Figure 1. Metal 1 (run 1).
Supply wires on this layer in gray.
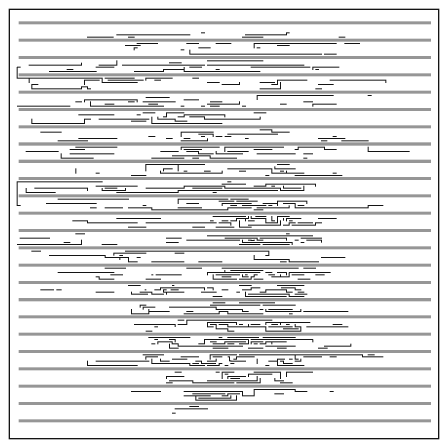
Figure 2. Met2 routing (run 1).
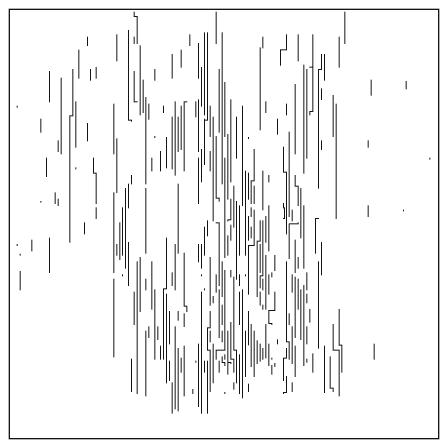
Figure 3. The metal 3 layer (run 1).
Bar = 20 µm.
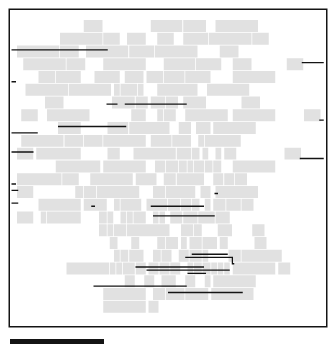
## src/rtl/uart_pkg.sv

```systemverilog
// Shared UART types and helpers: receiver state encoding and bit-period arithmetic.
// Pure declarations, no latency; no flow control.
package uart_pkg;

    typedef enum logic [1:0] {
        IDLE,
        START,
        DATA,
        STOP
    } rx_state_t;

    localparam int DATA_BITS = 8;

    function automatic int bit_clks(input int clk_freq, input int baud_rate);
        return clk_freq / baud_rate;
    endfunction

endpackage

```

## src/rtl/uart_rx_core_if.sv

```systemverilog
// Byte-side and line-side signals of the UART receiver.
// No latency; no backpressure, rec_dout is a level that holds the last good byte.
interface uart_rx_core_if;
    logic       rec_en;
    logic       rec_din;
    logic [7:0] rec_dout;
    logic       rec_busy;

    modport master (output rec_en, output rec_din, input rec_dout, input rec_busy);
    modport slave  (input rec_en, input rec_din, output rec_dout, output rec_busy);
endinterface

```

## src/rtl/uart_rx_sync.sv

```systemverilog
// 2-FF synchroniser plus delay flop for an async serial line; flags falling edges.
// line is 2 clocks behind din, fall 2 clocks behind the edge; no backpressure.
module uart_rx_sync (
    input  logic clk,
    input  logic rst,
    input  logic din,
    output logic line,
    output logic fall
);

    logic meta_q;
    logic cur_q;
    logic prev_q;

    // Flops reset to the idle-high level so leaving reset never looks like a start edge.
    always_ff @(posedge clk or posedge rst) begin
        if (rst) begin
            meta_q <= 1'b1;
            cur_q  <= 1'b1;
            prev_q <= 1'b1;
        end else begin
            meta_q <= din;
            cur_q  <= meta_q;
            prev_q <= cur_q;
        end
    end

    assign line = cur_q;
    assign fall = prev_q & ~cur_q;

endmodule

```

## src/rtl/uart_rx_core.sv

```systemverilog
// 8N1 UART receiver: mid-bit sampling, byte presented on rec_dout after a good stop bit.
// rec_dout updates ~9.5 bit times + 3 clocks after the start edge; no backpressure.
module uart_rx_core
    import uart_pkg::*;
#(
    parameter int CLK_FREQ  = 25_000_000,
    parameter int BAUD_RATE = 64_935
) (
    input  logic           sys_clk,
    input  logic           sys_rst,
    uart_rx_core_if.slave  rx
);

    localparam int BIT_CLKS = bit_clks(CLK_FREQ, BAUD_RATE);
    localparam int CW       = $clog2(BIT_CLKS);
    localparam logic [CW-1:0] MID_CNT  = CW'(BIT_CLKS / 2 - 1);
    localparam logic [CW-1:0] LAST_CNT = CW'(BIT_CLKS - 1);

    logic line;
    logic fall;

    uart_rx_sync u_sync (
        .clk  (sys_clk),
        .rst  (sys_rst),
        .din  (rx.rec_din),
        .line (line),
        .fall (fall)
    );

    rx_state_t              state;
    logic [CW-1:0]          clk_cnt;
    logic [2:0]             bit_cnt;
    logic [DATA_BITS-1:0]   shreg;
    logic [DATA_BITS-1:0]   dout_q;
    logic                   busy_q;

    always_ff @(posedge sys_clk or posedge sys_rst) begin
        if (sys_rst) begin
            state   <= IDLE;
            clk_cnt <= '0;
            bit_cnt <= '0;
            shreg   <= '0;
            dout_q  <= '0;
            busy_q  <= 1'b0;
        end else begin
            unique case (state)
                IDLE: begin
                    if (rx.rec_en && fall) begin
                        state   <= START;
                        clk_cnt <= '0;
                        busy_q  <= 1'b1;
                    end
                end
                START: begin
                    // Restarting the count at the start-bit centre aligns all later samples to bit centres.
                    if (clk_cnt == MID_CNT) begin
                        clk_cnt <= '0;
                        bit_cnt <= '0;
                        if (!line) begin
                            state <= DATA;
                        end else begin
                            state  <= IDLE;
                            busy_q <= 1'b0;
                        end
                    end else begin
                        clk_cnt <= clk_cnt + 1'b1;
                    end
                end
                DATA: begin
                    if (clk_cnt == LAST_CNT) begin
                        clk_cnt        <= '0;
                        shreg[bit_cnt] <= line;
                        if (bit_cnt == 3'd7) begin
                            state <= STOP;
                        end else begin
                            bit_cnt <= bit_cnt + 1'b1;
                        end
                    end else begin
                        clk_cnt <= clk_cnt + 1'b1;
                    end
                end
                STOP: begin
                    // A low stop bit is a framing error: drop the byte, keep the previous one.
                    if (clk_cnt == LAST_CNT) begin
                        clk_cnt <= '0;
                        state   <= IDLE;
                        busy_q  <= 1'b0;
                        if (line) begin
                            dout_q <= shreg;
                        end
                    end else begin
                        clk_cnt <= clk_cnt + 1'b1;
                    end
                end
                default: begin
                    state  <= IDLE;
                    busy_q <= 1'b0;
                end
            endcase
        end
    end

    assign rx.rec_dout = dout_q;
    assign rx.rec_busy = busy_q;

endmodule

```

## src/flat_wrapper.sv

```systemverilog
// flat-port wrapper written by rule: the top's interface ports become plain ports
module uart_rx_core_flat import uart_pkg::*;
#(
    parameter int CLK_FREQ  = 25_000_000,
    parameter int BAUD_RATE = 64_935
)
  (sys_clk, sys_rst, rx_rec_en, rx_rec_din, rx_rec_dout, rx_rec_busy);
  uart_rx_core_if rx_i ();
  input  logic sys_clk;
  input  logic sys_rst;
  input wire logic [$bits(rx_i.rec_en)-1:0] rx_rec_en;
  input wire logic [$bits(rx_i.rec_din)-1:0] rx_rec_din;
  output wire logic [$bits(rx_i.rec_dout)-1:0] rx_rec_dout;
  output wire logic [$bits(rx_i.rec_busy)-1:0] rx_rec_busy;
  assign rx_i.rec_en = rx_rec_en;
  assign rx_i.rec_din = rx_rec_din;
  assign rx_rec_dout = rx_i.rec_dout;
  assign rx_rec_busy = rx_i.rec_busy;
  uart_rx_core #(.CLK_FREQ(CLK_FREQ), .BAUD_RATE(BAUD_RATE)) u_core (.sys_clk(sys_clk), .sys_rst(sys_rst), .rx(rx_i));
endmodule
```

## config.mk

```make
export PLATFORM = sky130hd
export DESIGN_NAME = uart_rx_core_flat
export DESIGN_NICKNAME = d
export VERILOG_FILES = /design/src/rtl/uart_pkg.sv /design/src/rtl/uart_rx_core_if.sv /design/src/rtl/uart_rx_sync.sv /design/src/rtl/uart_rx_core.sv /design/src/flat_wrapper.sv
export SDC_FILE = /design/constraint.sdc
export NUM_CORES = 1
export LEC_CHECK = 0
export CORE_UTILIZATION = 40
export CTS_CLUSTER_DIAMETER = 120
export DETAILED_ROUTE_END_ITERATION = 8
export GPL_ROUTABILITY_DRIVEN = 0
export PLACE_DENSITY_LB_ADDON = 0.3
export SLEW_MARGIN = 5
export SYNTH_ARGS = -nofsm -noshare
export SYNTH_HDL_FRONTEND = slang
export SYNTH_SLANG_ARGS = --single-unit
export TNS_END_PERCENT = 50
```

## constraint.sdc

```tcl
create_clock -name sys_clk -period 1.65 [get_ports sys_clk]
set_input_delay 0.33 -clock sys_clk [delete_from_list [all_inputs] [get_ports sys_clk]]
set_output_delay 0.33 -clock sys_clk [all_outputs]
set_load 0.005 [all_outputs]
```

==> impl_metrics.json, run 1 <==
{
  "final_net_count": 194,
  "comb_power_uw": 38.1,
  "postLayoutCellArea_mm2": 0.00225,
  "max_flop_register": "u_core.clk_cnt",
  "final.fill_count": 321,
  "grt_pass1_vias": 1222,
  "cts_tree": "built",
  "yosys-stat-cells": 152,
  "path_cells": "nor4b_4 > nand4_1 > buf_6 > nor3b_4 > mux2_4",
  "io-pin-count": 13,
  "met2_length_um": 1490,
  "postRouteAntennaNets": 0,
  "grt_first_pass_wirelength_um": 5750,
  "worst-endpoint-arrival_ns": 1.96,
  "synthArstFlopShare": 1.00,
  "clock_insertion_delay_worst_skew_ns": 0.29,
  "totalWireLength_um": 3440,
  "synth.avg_cell_area_um2": 11.2,
  "detailroute.wirelength.met3_um": 186,
  "openroad.warnings": 30,
  "final_layout_top_logic_cells": "dfrtp_1 (31), buf_4 (21), nand2_1 (15)",
  "run_status": "complete, but fails checks",
  "finalWorstSetupSlack_ns": -0.131,
  "max_cap_viol_count": 0,
  "post-route-util": 0.555,
  "layoutNonFillerInstCount": 237,
  "synth.lib_cells_used.distinct": 41,
  "synth.area.top_cells": "dfrtp_1 (45%), mux2_2 (11%), dfstp_2 (4.6%)",
  "critical_path_class": "flop to flop",
  "cts.sinks": 34,
  "largest_reg_flops": 9,
  "post_route_cells_drive_above_1_share": 0.374,
  "grt.met2_usage": 0.249,
  "highest-signal-layer": "met4",
  "holdBufCountCts": 0,
  "die-height_um": 67.3,
  "violations": "negative setup slack",
  "power.sequential.fraction": 0.549,
  "synth-warning-count": 0,
  "postSynthRegisterBits": 34,
  "power_uw": 1530,
  "setup-violations-final": 17,
  "dr.first_iter.drc_count": 54,
  "slowest_stage": "nor4b_4",
  "cts_setup_buffers": 2,
  "finalMaxSlewViolations": 0,
  "pwr_density_cell_mw_per_mm2": 681,
  "pre_cts_ws_ns": -0.183,
  "grt_busiest_layer": "met1",
  "clockPowerShare": 0.426,
  "grt_overflow_total": 0,
  "gr-usage-all-layers": 0.175,
  "max_power_group": "registers",
  "cts_htree_levels": 2,
  "critical_path.max_fanout": 4,
  "synth.top_cell.area_share": 0.455,
  "final_hold_viol_count": 0,
  "synth-area-yosys_mm2": 0.00171,
  "grt_setup_unrepaired": "yes",
  "p_sw_frac": 0.224,
  "switchingPower_uw": 344,
  "row_count": 23,
  "chip_area_mm2": 0.00453,
  "synth-edff-count": 0,
  "clk_root_buffer_cell": "clkbuf_8",
  "detailed_place_hpwl_um": 2350,
  "number_of_gates_resized_after_cts": 16,
  "synth_cells": 152,
  "largest_area_cell": "dfrtp_1",
  "p_comb_frac": 0.025,
  "min_path_type": "flop to flop",
  "post_detailed_route_drc_marker_count": 0,
  "wl_per_cell_um": 14.5,
  "worst_slew_pin_slew_ns": 0.438,
  "critical_path.endpoint_type": "flop",
  "fp_util": 0.421,
  "clock_power_uw": 653,
  "grt.met1_usage": 0.252,
  "critical_path.startpoint_type": "flop",
  "area_growth_syn_to_layout_pct": 32.0,
  "worst_ir_drop_vdd_uv": 497,
  "synth_seq_share": 0.501,
  "final.setup_skew_ns": 0.00693,
  "route.layer.met1.wl_um": 1710,
  "rrSetupSlack_ns": -0.13,
  "detailed_place.area_mm2": 0.00202,
  "route.detailed.vias_per_inst": 5.30,
  "worst_hold_slack_ns": 0.356,
  "clkSlewWorstSetupHoldPaths_ns": 0.07,
  "worst_ep_required_time_ns": 1.83,
  "synth_nets": 160,
  "antenna_found_initial": 0
}
Back to the opening pictures, Figure 1:
nets with wire on the layer = 179
share of all routed wire = 50%
wire length on this layer = 1710 µm
longest straight run = 22.5 µm

Back to the opening pictures, Figure 2:
wire length on this layer = 1490 µm
share of all routed wire = 43%

Back to the opening pictures, Figure 3:
share of all routed wire = 5.4%
longest straight run = 20.2 µm
nets with wire on the layer = 19

==> run 1: cell usage after synthesis (2+ instances only) <==
cell type and count:
dfrtp_1 31, mux2_2 17, nand2_1 15, o21ai_0 7, inv_1 6, nand3_1 6
nor2_1 6, ha_1 4, nand4_1 4, nor3_1 4, o22ai_1 4, a21oi_1 3
clkbuf_1 3, dfstp_2 3, nor2b_1 3, o21a_1 3, a22o_1 2, buf_2 2
clkbuf_2 2, nor3b_1 2, nor4_1 2, nor4b_2 2, o31a_1 2, o31ai_1 2
==> run 1: kinds of logic after synthesis <==
group | share of synthesized area
adder cells (fa/ha/maj) | 0.0293
buffers and inverters | 0.0381
flip-flops | 0.501
AND-OR/OR-AND | 0.106
XOR/XNOR | 0.00513
multiplexers | 0.112
AND/OR/NAND/NOR | 0.209
==> run 1: area by class of cell <==
class                      instances  area [µm²]  area share
clock buffer                       6        82.6      0.0367
clock inverter                     2        12.5     0.00556
inverter                           6        22.5      0.0100
multi-input combinational        104         908       0.403
sequential                        34         855       0.379
tap                               50        62.6      0.0278
timing repair buffer              35         309       0.137
==> run 1: worst paths after layout <==
kind                                      start                   end  cells after the start
setup / recovery              u_core.clk_cnt[5]       u_core.shreg[5]                      5
hold / removal             u_core.u_sync.meta_q    u_core.u_sync.line                      0
setup reg to reg              u_core.clk_cnt[5]       u_core.shreg[5]                      5
hold reg to reg            u_core.u_sync.meta_q    u_core.u_sync.line                      0
max in group asynchronous               sys_rst  u_core.u_sync.meta_q                      3
min in group asynchronous               sys_rst       u_core.shreg[0]                      3
==> run 1: worst max-delay path, delay by kind of cell, from the launching register on <==
kind                   cells  cell delay, ns
AND/OR/NAND/NOR            3            0.77
buffers and inverters      1            0.17
multiplexers               1            0.31
flip-flops                 1            0.41
==> run 2, diff against run 1 <==
--- a/config.mk
+++ b/config.mk
@@ -5,11 +5,11 @@
 export SDC_FILE = /design/constraint.sdc
 export NUM_CORES = 1
 export LEC_CHECK = 0
-export CORE_UTILIZATION = 40
+export CORE_UTILIZATION = 50
 export CTS_CLUSTER_DIAMETER = 120
 export DETAILED_ROUTE_END_ITERATION = 8
 export GPL_ROUTABILITY_DRIVEN = 0
-export PLACE_DENSITY_LB_ADDON = 0.3
+export PLACE_DENSITY = 0.73
 export SLEW_MARGIN = 5
 export SYNTH_ARGS = -nofsm -noshare
 export SYNTH_HDL_FRONTEND = slang
Figure 4. Met2 routing (run 2).
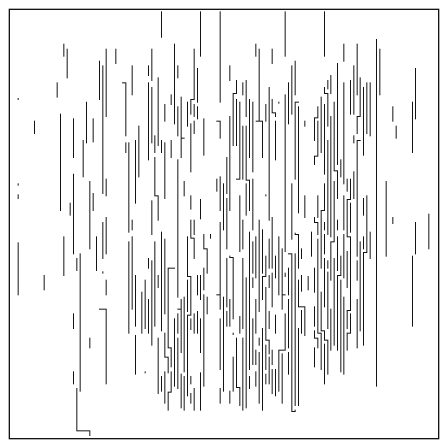
nets with wire on the layer = 180
main direction = vertical

Figure 5. The metal 3 layer (run 2).
Bar = 20 µm.
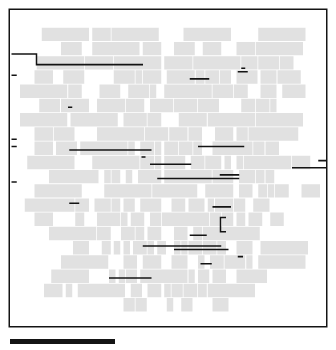
wire length on this layer = 141 µm
longest straight run = 20.2 µm
nets with wire on the layer = 17
main direction = horizontal

==> impl_metrics.json, run 2 <==
{
  "post_detailed_route_drc_marker_count": 0,
  "p_sw_frac": 0.213,
  "power.sequential.fraction": 0.569,
  "gr-usage-all-layers": 0.240,
  "path_cells": "nor4b_4 > nand4_1 > nor3b_2 > mux2_4",
  "detailed_place_hpwl_um": 2550,
  "synth.area.top_cells": "dfrtp_1 (45%), mux2_2 (11%), dfstp_2 (4.6%)",
  "coreArea_mm2": 0.00315,
  "clockPowerShare": 0.406,
  "io-pin-count": 13,
  "worst-endpoint-arrival_ns": 2.07,
  "clock_insertion_delay_worst_skew_ns": 0.35,
  "synth.top_cell.area_share": 0.455,
  "synth.lib_cells_used.distinct": 41,
  "worst_setup_path_startpoint": "u_core.clk_cnt[3]",
  "chipWidth_um": 60.4,
  "totalWireLength_um": 3900,
  "critical_path.endpoint_type": "flop",
  "final_net_count": 196,
  "worst_ep_required_time_ns": 1.89,
  "synth-warning-count": 0,
  "max_flop_register": "u_core.clk_cnt",
  "max_cap_viol_count": 0,
  "cts_htree_levels": 2,
  "max_freq_ghz": 0.547,
  "n_antenna_cell": 0,
  "postRouteAntennaNets": 0,
  "final.period_utilization": 1.11,
  "worst_path_largest_cell_delay_ns": 0.43,
  "synthArstFlopShare": 1.00,
  "worst_case_clock_buffer_depth": 2,
  "r2r-end": "u_core.shreg[3]",
  "clkSlewWorstSetupHoldPaths_ns": 0.11,
  "grt_pass1_vias": 1402,
  "worst_ir_drop_vdd_uv": 452,
  "grt_overflow_total": 0,
  "synth_nets": 160,
  "largest_reg_flops": 9,
  "wl_per_cell_um": 16.7,
  "post_route_cells_drive_above_1_share": 0.392,
  "timing.setup.tns_ns": -2.28,
  "p_comb_frac": 0.025,
  "fp_util": 0.541,
  "yosys-stat-cells": 152,
  "violations": "negative setup slack",
  "route.detailed.vias_per_inst": 5.73,
  "grt_first_pass_wirelength_um": 6300,
  "worst_hold_slack_ns": 0.316,
  "grt_max_degree": 35,
  "row_count": 20,
  "slowest_stage": "dfrtp_1",
  "grt_setup_unrepaired": "yes",
  "critical_path.top_delay_family": "simple AND/OR/NAND/NOR gates",
  "firstDrtPassIters": 4,
  "power_report.internal_total_uw": 1170,
  "number_of_cells_traversed_by_the_worst_register_to_register_path": 4,
  "postSynthRegisterBits": 34,
  "cts_tree": "built",
  "final_critical_path_time_including_i_o_delays_and_setup_ns": 1.83,
  "setup-violations-final": 23,
  "area_growth_syn_to_layout_pct": 29.3,
  "max_slew_margin": 0.763,
  "cts_buffers": 5,
  "io_buffers": 12,
  "openroad.warnings": 30,
  "finalWorstSetupSlack_ns": -0.178,
  "rrSetupSlack_ns": -0.18,
  "synth_area_mm2": 0.00171,
  "final.setup_skew_ns": 0.0118,
  "crit_cells": 4,
  "synth_seq_share": 0.501,
  "synth-edff-count": 0,
  "synth-area-yosys_mm2": 0.00171,
  "antenna_found_initial": 0,
  "post-route-util": 0.700,
  "worst_slew_pin_slew_ns": 0.356,
  "critical_path.max_fanout": 4,
  "worstReg2RegStart": "u_core.clk_cnt[3]",
  "min_path_type": "input port to asynchronous set/reset pin",
  "largest_area_cell": "dfrtp_1",
  "ys_top_cells_by_count": "dfrtp_1 (31), mux2_2 (17), nand2_1 (15)",
  "vias": 1334,
  "path_buffers": 0,
  "critical_path.endpoint": "u_core.shreg[3]",
  "switchingPower_uw": 315,
  "run_status": "complete, but fails checks",
  "critical_path_class": "flop to flop",
  "final_layout_top_logic_cells": "dfrtp_1 (31), buf_4 (22), nand2_1 (15)",
  "leakage_uw": 0.00100,
  "holdBufCountCts": 0,
  "final_layout_top_logic_cell": "dfrtp_1",
  "chip_area_mm2": 0.00365,
  "synthFlopType": "dfrtp_1",
  "cts.sinks": 34,
  "clk_root_buffer_cell": "clkbuf_4",
  "post-synth-top-count-cell": "dfrtp_1",
  "finalMaxSlewViolations": 0,
  "final_hold_viol_count": 0,
  "die-height_um": 60.4,
  "pre_cts_ws_ns": -0.164,
  "synth_cells": 152,
  "power_uw": 1480,
  "synth.avg_cell_area_um2": 11.2,
  "pwr_density_cell_mw_per_mm2": 672,
  "dr.first_iter.drc_count": 91,
  "critical_path.startpoint_type": "flop"
}
run 2: repair_timing:
action / 4_1_cts / 5_1_grt
buffers inserted: 0 / 2
gates resized: 6 / 15
cloned: 0 / 0
pin swaps: 2 / 6
endpoints found under the setup margin: 20 / 27
run 2: cell families after synthesis:
group | synth area share
mux | 0.112
flops | 0.501
fa+ha+maj | 0.0293
buf+inv | 0.0381
simple gates | 0.209
xor+xnor | 0.00513
compound gates | 0.106
run 2: layout make-up:
| class | count | area [µm²] |
|---|---|---|
| multi-input combinational | 104 | 870 |
| clock buffer | 5 | 37.5 |
| fill | 253 | 946 |
| clock inverter | 3 | 40.0 |
| sequential | 34 | 855 |
| tap | 44 | 55.1 |
| timing repair buffer | 37 | 328 |
| inverter | 6 | 22.5 |
run 2: metrics by stage:
stage / cells / area, µm²
2_1_floorplan: 152 / 1730
3_3_place_gp: 223 / 2040
3_5_place_dp: 223 / 2040
4_1_cts: 231 / 2140
5_1_grt: 233 / 2210
6_report: 233 / 2210
run 2: worst reg2reg max path, stage by stage (launching register included):
cell and delay [ns]:
dfrtp_1 0.43, nor4b_4 0.39, nand4_1 0.30, nor3b_2 0.29
mux2_4 0.32
run 2: per-layer routing:
layer,track usage,up-vias,share of wire
li1,-,622,-
met2,0.392,32,0.49
met4,0.123,0,0.029
met1,0.298,666,0.44
met5,0,-,0
met3,0.0533,14,0.036
run 2: power groups by stage:
| stage | Combinational (µW) | Clock (µW) | Sequential [µW] |
|---|---|---|---|
| after floorplan | 17.2 | 0 | 857 |
| after global placement | 36.2 | 0 | 859 |
| after detailed placement | 36.7 | 0 | 860 |
| after CTS | 36.7 | 615 | 844 |
| after global routing | 40.6 | 642 | 845 |
| final | 36.5 | 602 | 844 |
==> run 3, diff against run 2 <==
--- a/config.mk
+++ b/config.mk
@@ -9,9 +9,9 @@
 export CTS_CLUSTER_DIAMETER = 120
 export DETAILED_ROUTE_END_ITERATION = 8
 export GPL_ROUTABILITY_DRIVEN = 0
-export PLACE_DENSITY = 0.73
-export SLEW_MARGIN = 5
+export PLACE_DENSITY = 0.7
 export SYNTH_ARGS = -nofsm -noshare
 export SYNTH_HDL_FRONTEND = slang
+export SYNTH_HIERARCHICAL = 1
 export SYNTH_SLANG_ARGS = --single-unit
 export TNS_END_PERCENT = 50
==> constraint.sdc (replaced) <==
create_clock -name sys_clk -period 1.7 [get_ports sys_clk]
set_input_delay 0.34 -clock sys_clk [delete_from_list [all_inputs] [get_ports sys_clk]]
set_output_delay 0.34 -clock sys_clk [all_outputs]
set_load 0.005 [all_outputs]
Figure 6. M4 wires (run 3).
Supply wires on this layer in gray.
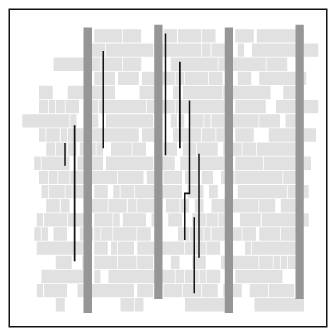
main direction = vertical
nets with wire on the layer = 7
longest straight run = 25.8 µm
wire length on this layer = 149 µm

Figure 7. The metal 3 layer (run 3).
Bar = 20 µm.
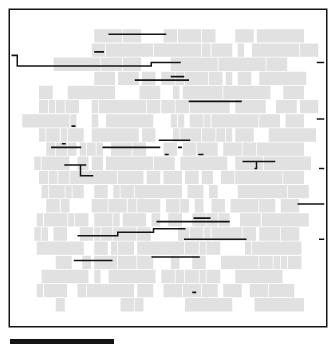
longest straight run = 25.8 µm
share of all routed wire = 4.3%
nets with wire on the layer = 17
wire length on this layer = 184 µm
main direction = horizontal

==> impl_metrics.json, run 3 <==
{
  "gr-usage-all-layers": 0.271,
  "critical_path.startpoint_type": "flop",
  "clock_power_uw": 477,
  "comb_power_uw": 882,
  "synth_nets": 169,
  "chip_area_mm2": 0.00369,
  "die-height_um": 60.7,
  "final_critical_path_time_including_i_o_delays_and_setup_ns": 2.10,
  "synthFlopType": "dfrtp_1",
  "violations": "negative setup slack",
  "chipWidth_um": 60.7,
  "worst_path_most_repeated_cell": "or4_4",
  "worst_ir_drop_vdd_uv": 647,
  "n_antenna_cell": 0,
  "cts_tree": "built",
  "vias": 1442,
  "cts_htree_levels": 2,
  "clkSlewWorstSetupHoldPaths_ns": 0.10,
  "complex_gate_fraction_of_the_synthesized_area": 0.120,
  "worst_ep_required_time_ns": 1.94,
  "max_freq_ghz": 0.475,
  "grt_overflow_total": 0,
  "area_growth_syn_to_layout_pct": 33.4,
  "critical_path.top_delay_family": "simple AND/OR/NAND/NOR gates",
  "grt_max_degree": 32,
  "grt_pass1_vias": 1508,
  "worst-endpoint-arrival_ns": 2.35,
  "grt_first_pass_wirelength_um": 6940,
  "p_sw_frac": 0.339,
  "totalWireLength_um": 4330,
  "pre_cts_ws_ns": -0.402,
  "synth-adder-area-share": 0.0290,
  "final_layout_top_logic_cells": "buf_4 (32), dfrtp_1 (31), nand2_1 (20)",
  "wl_per_cell_um": 17.0,
  "crit_cells": 4,
  "slowest_stage": "or4_4",
  "antenna_found_initial": 0,
  "final.period_utilization": 1.24,
  "critical_path.endpoint_type": "flop",
  "power_report.internal_total_uw": 1540,
  "largest_area_cell": "dfrtp_1",
  "ys_sh_xor": 0.00508,
  "postSynthRegisterBits": 34,
  "run_status": "complete, but fails checks",
  "switchingPower_uw": 791,
  "detailed_place_hpwl_um": 3010,
  "io-pin-count": 13,
  "final_net_count": 218,
  "pwr_density_cell_mw_per_mm2": 1010,
  "clockPowerShare": 0.205,
  "synth_area_mm2": 0.00173,
  "path_buffers": 0,
  "clk_root_buffer_cell": "clkbuf_4",
  "worst_slew_pin_slew_ns": 0.389,
  "worst_hold_slack_ns": 0.369,
  "number_of_cells_traversed_by_the_worst_register_to_register_path": 4,
  "synthArstFlopShare": 1.00,
  "clock_insertion_delay_worst_skew_ns": 0.35,
  "fp_util": 0.547,
  "finalMaxSlewViolations": 0,
  "critical_path_class": "flop to flop",
  "holdBufCountCts": 0,
  "leakage_uw": 0.00106,
  "synth.area.mux_share": 0.104,
  "max_cap_viol_count": 0,
  "openroad.warnings": 30,
  "route.detailed.vias_per_inst": 5.65,
  "finalWorstSetupSlack_ns": -0.404,
  "synth-area-yosys_mm2": 0.00173,
  "synth-warning-count": 6,
  "cts_buffers": 5,
  "yosys-stat-cells": 161,
  "synth.lib_cells_used.distinct": 41,
  "ys_sh_simple": 0.210,
  "worst_path_largest_cell_delay_ns": 0.58,
  "cts_setup_buffers": 2,
  "synth.avg_cell_area_um2": 10.7,
  "max_flop_register": "u_core/clk_cnt",
  "pg_seq_uw": 970,
  "number_of_gates_resized_after_cts": 16,
  "p_comb_frac": 0.379,
  "dr.first_iter.drc_count": 44,
  "postRouteAntennaNets": 0,
  "max_power_group": "registers",
  "synth.area.top_cells": "dfrtp_1 (45%), mux2_2 (8.5%), dfstp_2 (4.6%)",
  "ys_top_cells_by_count": "dfrtp_1 (31), nand2_1 (21), mux2_2 (13)",
  "synth.comb.largest_family": "simple AND/OR/NAND/NOR gates",
  "largest_reg_flops": 9,
  "power.sequential.fraction": 0.416,
  "firstDrtPassIters": 4,
  "setup-violations-final": 22,
  "path_cells": "or4_4 > or4_4 > nor3_2 > mux2_4",
  "synth-edff-count": 0,
  "io_buffers": 12,
  "post-synth-top-count-cell": "dfrtp_1",
  "placed_cells": 245,
  "coreArea_mm2": 0.00315,
  "synth_seq_share": 0.495,
  "layoutNonFillerInstCount": 255,
  "cts.sinks": 34,
  "max_slew_margin": 0.741,
  "min_path_type": "input port to asynchronous set/reset pin",
  "final.setup_skew_ns": 0.00976,
  "grt_setup_unrepaired": "yes"
}
[run 3: metal layers]
layer	up-vias	part of all wire	track usage
met5	-	0	0
met4	0	0.034	0.159
met3	18	0.042	0.0682
met2	34	0.53	0.462
met1	707	0.40	0.309
li1	683	-	-
[run 3: cell type report]
| class | instances | area, µm² |
|---|---|---|
| flip-flops and latches | 34 | 855 |
| clock buffers | 8 | 58.8 |
| fillers | 229 | 852 |
| well taps | 44 | 55.1 |
| multi-input cells | 113 | 896 |
| repair buffers | 47 | 403 |
| inverters | 9 | 33.8 |
[run 3: path summary, 6_finish.rpt]
path	startpoint	endpoint	slack, ns
setup reg to reg	u_core/clk_cnt[3]	u_core/shreg[5]	-0.40
hold reg to reg	u_core/u_sync/meta_q	u_core/u_sync/line	0.37
hold / removal	sys_rst	u_core/u_sync/line	0.37
max in group asynchronous	sys_rst	asynchronous set/reset pin	1.02
setup / recovery	u_core/clk_cnt[3]	u_core/shreg[5]	-0.40
min in group sys_clk	u_core/u_sync/meta_q	u_core/u_sync/line	0.37
[run 3: kinds of logic (layout without fill, tap and decap cells)]
logic type / count (synthesis) / count (layout)
AND/OR/NAND/NOR: 60 / 60
multiplexers: 16 / 16
flip-flops: 34 / 34
AND-OR/OR-AND: 32 / 32
adder cells (fa/ha/maj): 4 / 4
XOR/XNOR: 1 / 1
buffers and inverters: 14 / 64
[run 3: stage by stage]
stage / setup TNS, ns / cell area (µm²) / total power, µW / util
after floorplan: -4.51 / 1730 / 1410 / -
after global placement: -3.33 / 2130 / 1710 / 0.677
after CTS: -3.57 / 2270 / 2290 / 0.721
after detailed placement: -4.27 / 2130 / 1750 / 0.677
after global routing: -5.23 / 2300 / 2470 / 0.730
final: -3.66 / 2300 / 2330 / 0.730
Power and IR drop assume default switching activity.
